placement_by_type.png
(2 px per um) Fill, decap, tap and diode cells in grey.
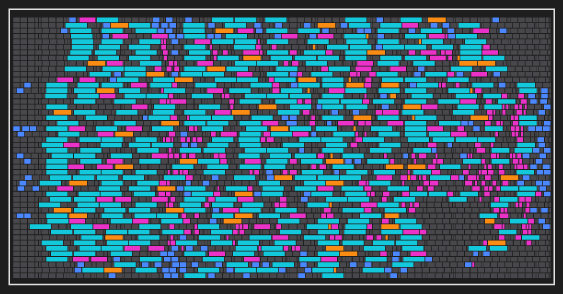
io_placement.png
(1.5 px per um) Pins as bars across the die edge, other pins in grey.
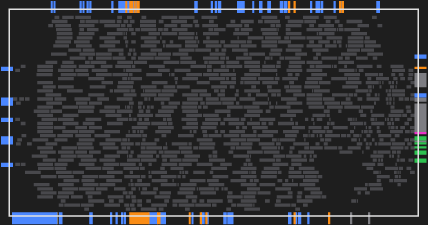
clocks.png
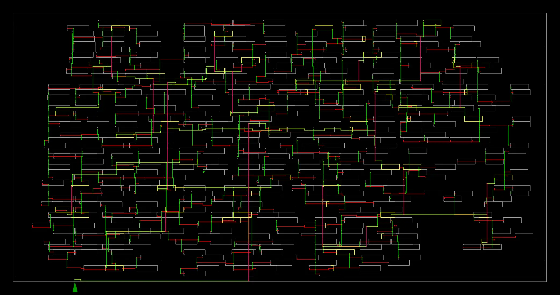
clk_routes.png
(3 px per um)
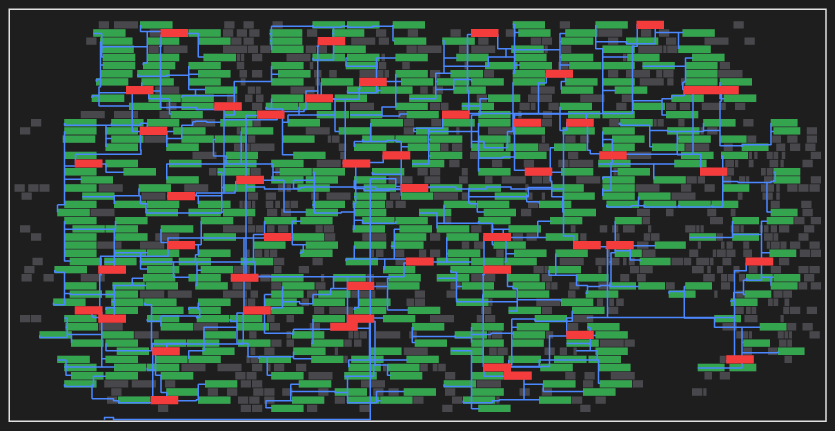
layer_met2.png
(2 px per um)
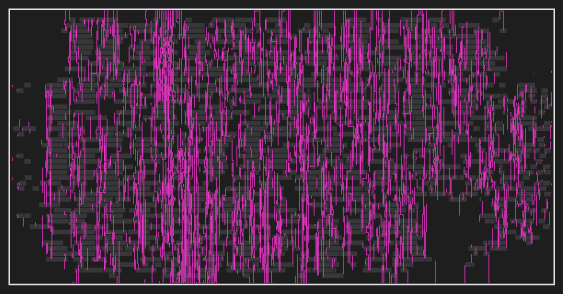
[config.mk]
export PLATFORM = sky130hd
export DESIGN_NAME = mic_frame_unpacker
export DESIGN_NICKNAME = d
export VERILOG_FILES = /design/src/rtl/mic_axis_pkg.sv /design/src/rtl/mic_frame_buf.sv /design/src/rtl/mic_frame_unpacker.sv
export SDC_FILE = /design/constraint.sdc
export NUM_CORES = 1
export LEC_CHECK = 0
export CAP_MARGIN = 20
export CORE_ASPECT_RATIO = 0.5
export CORE_UTILIZATION = 45
export CTS_CLUSTER_SIZE = 10
export DETAILED_ROUTE_END_ITERATION = 10
export PLACE_DENSITY_LB_ADDON = 0.15
export SETUP_SLACK_MARGIN = 0.1
export SYNTH_ARGS = -nofsm -noshare
export SYNTH_HDL_FRONTEND = slang
export SYNTH_SLANG_ARGS = --single-unit
[constraint.sdc]
create_clock -name sck -period 18.1 [get_ports sck]
set_input_delay 1.81 -clock sck [delete_from_list [all_inputs] [get_ports sck]]
set_output_delay 1.81 -clock sck [all_outputs]
set_load 0.02 [all_outputs]
[src/rtl/mic_axis_pkg.sv]
// Shared definitions for the microphone AXI-Stream frame path.
//   NUM_CH       channels per frame (one 32-bit word each)
//   SAMPLE_W     significant ADC sample bits per word
//   WORD_W       width of one channel word
//   BEAT_W       width of one upstream AXI-Stream beat
//   CH_PER_BEAT  channel words carried per upstream beat
//   in_state_t   input framing FSM state
//   sample_ext   turns a raw 32-bit channel word into the output word format
package mic_axis_pkg;

  localparam int NUM_CH      = 8;
  localparam int SAMPLE_W    = 24;
  localparam int WORD_W      = 32;
  localparam int BEAT_W      = 128;
  localparam int CH_PER_BEAT = 4;

  typedef enum logic {
    BEAT0 = 1'b0,
    BEAT1 = 1'b1
  } in_state_t;

  // Bits above the sample are ignored and replaced by sign or zero fill.
  function automatic logic [WORD_W-1:0] sample_ext(input logic [WORD_W-1:0] w,
                                                   input logic              sign_en);
    logic fill;
    fill = sign_en & w[SAMPLE_W-1];
    return {{(WORD_W-SAMPLE_W){fill}}, w[SAMPLE_W-1:0]};
  endfunction

endpackage

[src/rtl/mic_frame_buf.sv]
// Whole-frame buffer: FRAME_DEPTH slots of NUM_CH words each.
//   sck, rst    clock, asynchronous active-high reset
//   wr_en       write one half-frame (CH_PER_BEAT words) into slot wr_ptr
//   wr_half     0 = channels 0..3, 1 = channels 4..7
//   wr_data     half-frame payload, channel i of the half at [32i+31:32i]
//   commit      publish slot wr_ptr to the reader
//   rd_ch       channel selected from slot rd_ptr
//   rd_data     selected word (undefined while empty)
//   free        release slot rd_ptr
//   count       committed, not yet freed slots
//   full, empty count flags
module mic_frame_buf
  import mic_axis_pkg::*;
#(
  parameter int FRAME_DEPTH = 2,
  localparam int PTR_W = $clog2(FRAME_DEPTH),
  localparam int CNT_W = PTR_W + 1
) (
  input  logic              sck,
  input  logic              rst,
  input  logic              wr_en,
  input  logic              wr_half,
  input  logic [BEAT_W-1:0] wr_data,
  input  logic              commit,
  input  logic [2:0]        rd_ch,
  output logic [WORD_W-1:0] rd_data,
  input  logic              free,
  output logic [CNT_W-1:0]  count,
  output logic              full,
  output logic              empty
);

  localparam int ADDR_W = PTR_W + 3;

  logic [WORD_W-1:0] mem [FRAME_DEPTH*NUM_CH];
  logic [PTR_W-1:0]  wr_ptr;
  logic [PTR_W-1:0]  rd_ptr;

  // Storage carries no reset: a slot is only readable after it has been
  // fully written and committed.
  always_ff @(posedge sck) begin
    if (wr_en) begin
      for (int i = 0; i < CH_PER_BEAT; i++) begin
        mem[ADDR_W'({wr_ptr, wr_half, i[1:0]})] <= wr_data[i*WORD_W +: WORD_W];
      end
    end
  end

  assign rd_data = mem[ADDR_W'({rd_ptr, rd_ch})];

  // Pointers wrap naturally because FRAME_DEPTH is a power of two.
  always_ff @(posedge sck or posedge rst) begin
    if (rst) begin
      wr_ptr <= '0;
      rd_ptr <= '0;
      count  <= '0;
    end else begin
      if (commit) wr_ptr <= wr_ptr + PTR_W'(1);
      if (free)   rd_ptr <= rd_ptr + PTR_W'(1);
      case ({commit, free})
        2'b10:   count <= count + CNT_W'(1);
        2'b01:   count <= count - CNT_W'(1);
        default: count <= count;
      endcase
    end
  end

  assign full  = (count == CNT_W'(FRAME_DEPTH));
  assign empty = (count == '0);

endmodule

[src/rtl/mic_frame_unpacker.sv]
// Unpacks two-beat 128-bit 8-channel frames into a 32-bit per-channel stream.
//   sck, rst         clock, asynchronous active-high reset
//   start            input enable; buffered frames keep draining while low
//   S_AXIS_*         128-bit upstream stream, tlast on the second beat
//   M_AXIS_tdata     sign-extended (SIGN_EXT=1) or zero-filled sample word
//   M_AXIS_tuser     channel index 0..7, M_AXIS_tlast with channel 7
//   frame_cnt        good frames committed (wrapping)
//   err_cnt          framing errors (saturating), err_sticky on any error
//
// state | meaning
// BEAT0 | waiting for the first beat (channels 0..3) of a frame
// BEAT1 | first beat stored, waiting for the closing beat (channels 4..7)
module mic_frame_unpacker
  import mic_axis_pkg::*;
#(
  parameter int FRAME_DEPTH = 2,
  parameter int SIGN_EXT    = 1
) (
  input  logic              sck,
  input  logic              rst,
  input  logic              start,
  input  logic [BEAT_W-1:0] S_AXIS_tdata,
  input  logic              S_AXIS_tvalid,
  input  logic              S_AXIS_tlast,
  output logic              S_AXIS_tready,
  output logic [WORD_W-1:0] M_AXIS_tdata,
  output logic [2:0]        M_AXIS_tuser,
  output logic              M_AXIS_tvalid,
  output logic              M_AXIS_tlast,
  input  logic              M_AXIS_tready,
  output logic [15:0]       frame_cnt,
  output logic [7:0]        err_cnt,
  output logic              err_sticky
);

  localparam int CNT_W = $clog2(FRAME_DEPTH) + 1;

  in_state_t         state_q, state_d;
  logic              ready_en_q;
  logic              beat_acc;
  logic              wr_en, wr_half, commit, frame_err;
  logic [BEAT_W-1:0] wr_data;
  logic [2:0]        ch_q;
  logic              out_hs, free;
  logic [WORD_W-1:0] rd_data;
  logic [CNT_W-1:0]  buf_count;
  logic              buf_full, buf_empty;

  // Holds tready low for the first cycle out of reset.
  always_ff @(posedge sck or posedge rst) begin
    if (rst) ready_en_q <= 1'b0;
    else     ready_en_q <= 1'b1;
  end

  assign S_AXIS_tready = start & ready_en_q & ~buf_full;
  assign beat_acc      = S_AXIS_tvalid & S_AXIS_tready;

  always_comb begin
    for (int i = 0; i < CH_PER_BEAT; i++) begin
      wr_data[i*WORD_W +: WORD_W] = sample_ext(S_AXIS_tdata[i*WORD_W +: WORD_W],
                                               SIGN_EXT != 0);
    end
  end

  always_ff @(posedge sck or posedge rst) begin
    if (rst) state_q <= BEAT0;
    else     state_q <= state_d;
  end

  // A partial frame is dropped simply by not committing it; the next
  // frame overwrites the same slot.
  always_comb begin
    state_d   = state_q;
    wr_en     = 1'b0;
    wr_half   = 1'b0;
    commit    = 1'b0;
    frame_err = 1'b0;
    case (state_q)
      BEAT0: begin
        if (beat_acc) begin
          if (S_AXIS_tlast) begin
            frame_err = 1'b1;
          end else begin
            wr_en   = 1'b1;
            state_d = BEAT1;
          end
        end
      end
      BEAT1: begin
        if (beat_acc) begin
          state_d = BEAT0;
          if (S_AXIS_tlast) begin
            wr_en   = 1'b1;
            wr_half = 1'b1;
            commit  = 1'b1;
          end else begin
            frame_err = 1'b1;
          end
        end
      end
      default: state_d = BEAT0;
    endcase
  end

  mic_frame_buf #(
    .FRAME_DEPTH(FRAME_DEPTH)
  ) u_buf (
    .sck    (sck),
    .rst    (rst),
    .wr_en  (wr_en),
    .wr_half(wr_half),
    .wr_data(wr_data),
    .commit (commit),
    .rd_ch  (ch_q),
    .rd_data(rd_data),
    .free   (free),
    .count  (buf_count),
    .full   (buf_full),
    .empty  (buf_empty)
  );

  // Output words come straight from the head slot; they only change on a
  // handshake, which keeps them stable under backpressure.
  assign M_AXIS_tvalid = ~buf_empty;
  assign M_AXIS_tdata  = M_AXIS_tvalid ? rd_data : '0;
  assign M_AXIS_tuser  = M_AXIS_tvalid ? ch_q : 3'd0;
  assign M_AXIS_tlast  = M_AXIS_tvalid & (ch_q == 3'd7);
  assign out_hs        = M_AXIS_tvalid & M_AXIS_tready;
  assign free          = out_hs & (ch_q == 3'd7);

  always_ff @(posedge sck or posedge rst) begin
    if (rst) begin
      ch_q <= 3'd0;
    end else if (out_hs) begin
      ch_q <= ch_q + 3'd1;
    end
  end

  always_ff @(posedge sck or posedge rst) begin
    if (rst) begin
      frame_cnt  <= 16'd0;
      err_cnt    <= 8'd0;
      err_sticky <= 1'b0;
    end else begin
      if (commit) frame_cnt <= frame_cnt + 16'd1;
      if (frame_err) begin
        err_sticky <= 1'b1;
        if (err_cnt != 8'hFF) err_cnt <= err_cnt + 8'd1;
      end
    end
  end

endmodule

==> Slide: Implementation Results <==
Synthesis and Place & Route Summary

Outcome
  – Status: complete, no violations

Synthesis
  – Distinct cells, synth: 39
  – Synth area leaders: edfxtp_1 70%, mux4_2 10%, dfrtp_1 5.2%
  – Post-synth EDFFs: 384
  – Post-synthesis compound-gate area fraction: 3.03%
  – Seq share, synth: 75.6%
  – Mux area share: 13.6%
  – #FFs+latches synth: 418
  – Ys Warns: 0
  – Yosys Instances: 823
  – Synthesis area per yosys: 16400 sq um
  – Post-Synthesis Net Count: 962
  – Mapped Avg Cell Area: 19.9 sq um
  – Top logic family: multiplexers
  – Xor/xnor share: 1.50%
  – Top_reg_cell synth: edfxtp_1
  – Top cells by count: 384 x edfxtp_1, 73 x mux4_2, 54 x mux2i_1, 36 x a22oi_1, 35 x nand2_1

Power
  – Top power group: registers
  – Switching power total: 0.000897 W
  – Power density cells: 147 nW/um^2
  – VDD IR max: 0.0776 mV

Setup path
  – Crit path launch: ch_q[0]
  – Reg2reg end: u_buf.mem[7][10]
  – Crit-path max cell delay: 970 ps
  – Startpoint types: register
  – Worst Path Arrival: 4050 ps
  – Critical path endpoint category: output pin
  – Worst Setup EP: M_AXIS_tdata[0]
  – CP delay by family, top: buffers and inverters
  – Worst Setup Path Type: register to output pin

Finish
  – Fraction of area in registers: 62.8%
  – Comb. cell area: 3670 sq um
  – Combinational gates: 349
  – Clock-cell share of area: 6.47%
  – Data buffer area share: 8.90%
  – Layout Cells excl Fill: 1494
  – Max reg flops: 384
  – Fin nets: 1141
  – Reg area: 12400 sq um
  – Fillers: 2681
  – Share of cells above drive strength 1: 14.9%

Clocking
  – H-tree depth: 2
  – Worst-path clk slew: 60 ps
  – Post_cts resized: 0
  – TritonCTS clock tree: built

Placed design
  – DP HPWL: 20700 um
  – Dpl ws: 12690 ps
  – Post-Place Cells: 1428

Floorplanning
  – IO Count: 197
  – Core region area: 35100 sq um
  – Chip area: 37200 sq um

Global route
  – GRT met3 Usage: 3.33%
  – GRT Total Usage: 18.9%
  – Initial antenna violation count: 1
  – Vias in the first global route: 8794
  – Global route overflow: 0
  – Met1 GRT Util: 26.3%

Min path
  – Worst Hold Path Cells: 1
  – Hold endpoint: err_sticky
  – HP Start: err_sticky

Detailed routing
  – Pre-antenna DRT Iters: 5
  – DRT iter0 DRCs: 621
  – WL met2: 16500 um
  – Met3 wire len: 1370 um
  – DRC: 0

Job
  – Tool warnings: 58

Final timing
  – Setup WS post-layout: 12240 ps
  – Fmax: 0.171 GHz
  – Slew headroom: 28.4%
  – Final Cycle Share: 32.4%
-- placement_by_type.png (at the start) --
legend:
  magenta:
    class: combinational and other logic
    cells: 357
    share_of_their_area: 19%
  orange:
    class: clock drivers and dummy loads
    cells: 65
    share_of_their_area: 6.7%
  blue:
    class: other buffers and delay cells
    cells: 178
    share_of_their_area: 9.2%
  cyan:
    class: flops
    cells: 418
    share_of_their_area: 65%
row cnt: 48
Core Util, Final: 56.1%

-- io_placement.png (at the start) --
legend:
  orange:
    port: M_AXIS_tdata
    pins: 32
    direction: output
    edge: 21 south, 10 north, 1 east
  green:
    port: err_cnt
    pins: 8
    direction: output
    edge: east
  magenta:
    port: S_AXIS_tvalid
    pins: 1
    direction: input
    edge: east
  blue:
    port: S_AXIS_tdata
    pins: 128
    direction: input
    edge: 66 south, 44 north, 14 west, 4 east
Die X: 272 um
die height: 137 um
I/O Buffers: 164

-- clocks.png (at the start) --
Clk. pwr: 0.000821 W
Sink Count: 418
clk_skew: 12.8 ps
cts bufs inserted: 47

-- clk_routes.png (at the start) --
legend:
  red:
    item: clock drivers
    count: 47
  green:
    item: flip-flops
    count: 418
  blue:
    item: clock wires
    length: 4880 um
routed clock nets: 48
flops lie: all over the die
clock network power share: 28.3%
Clk Latency, worst-skew pair: 550 ps

-- layer_met2.png (at the start) --
longest straight run: 77.3 um
main direction: vertical
nets with wire on the layer: 1000
share of all routed wire: 48%
wire length on this layer: 16500 um
GRT met2 Usage: 31.2%
total number of vias: 8236
WL final: 34100 um

Power is estimated from default activity; no workload was simulated.
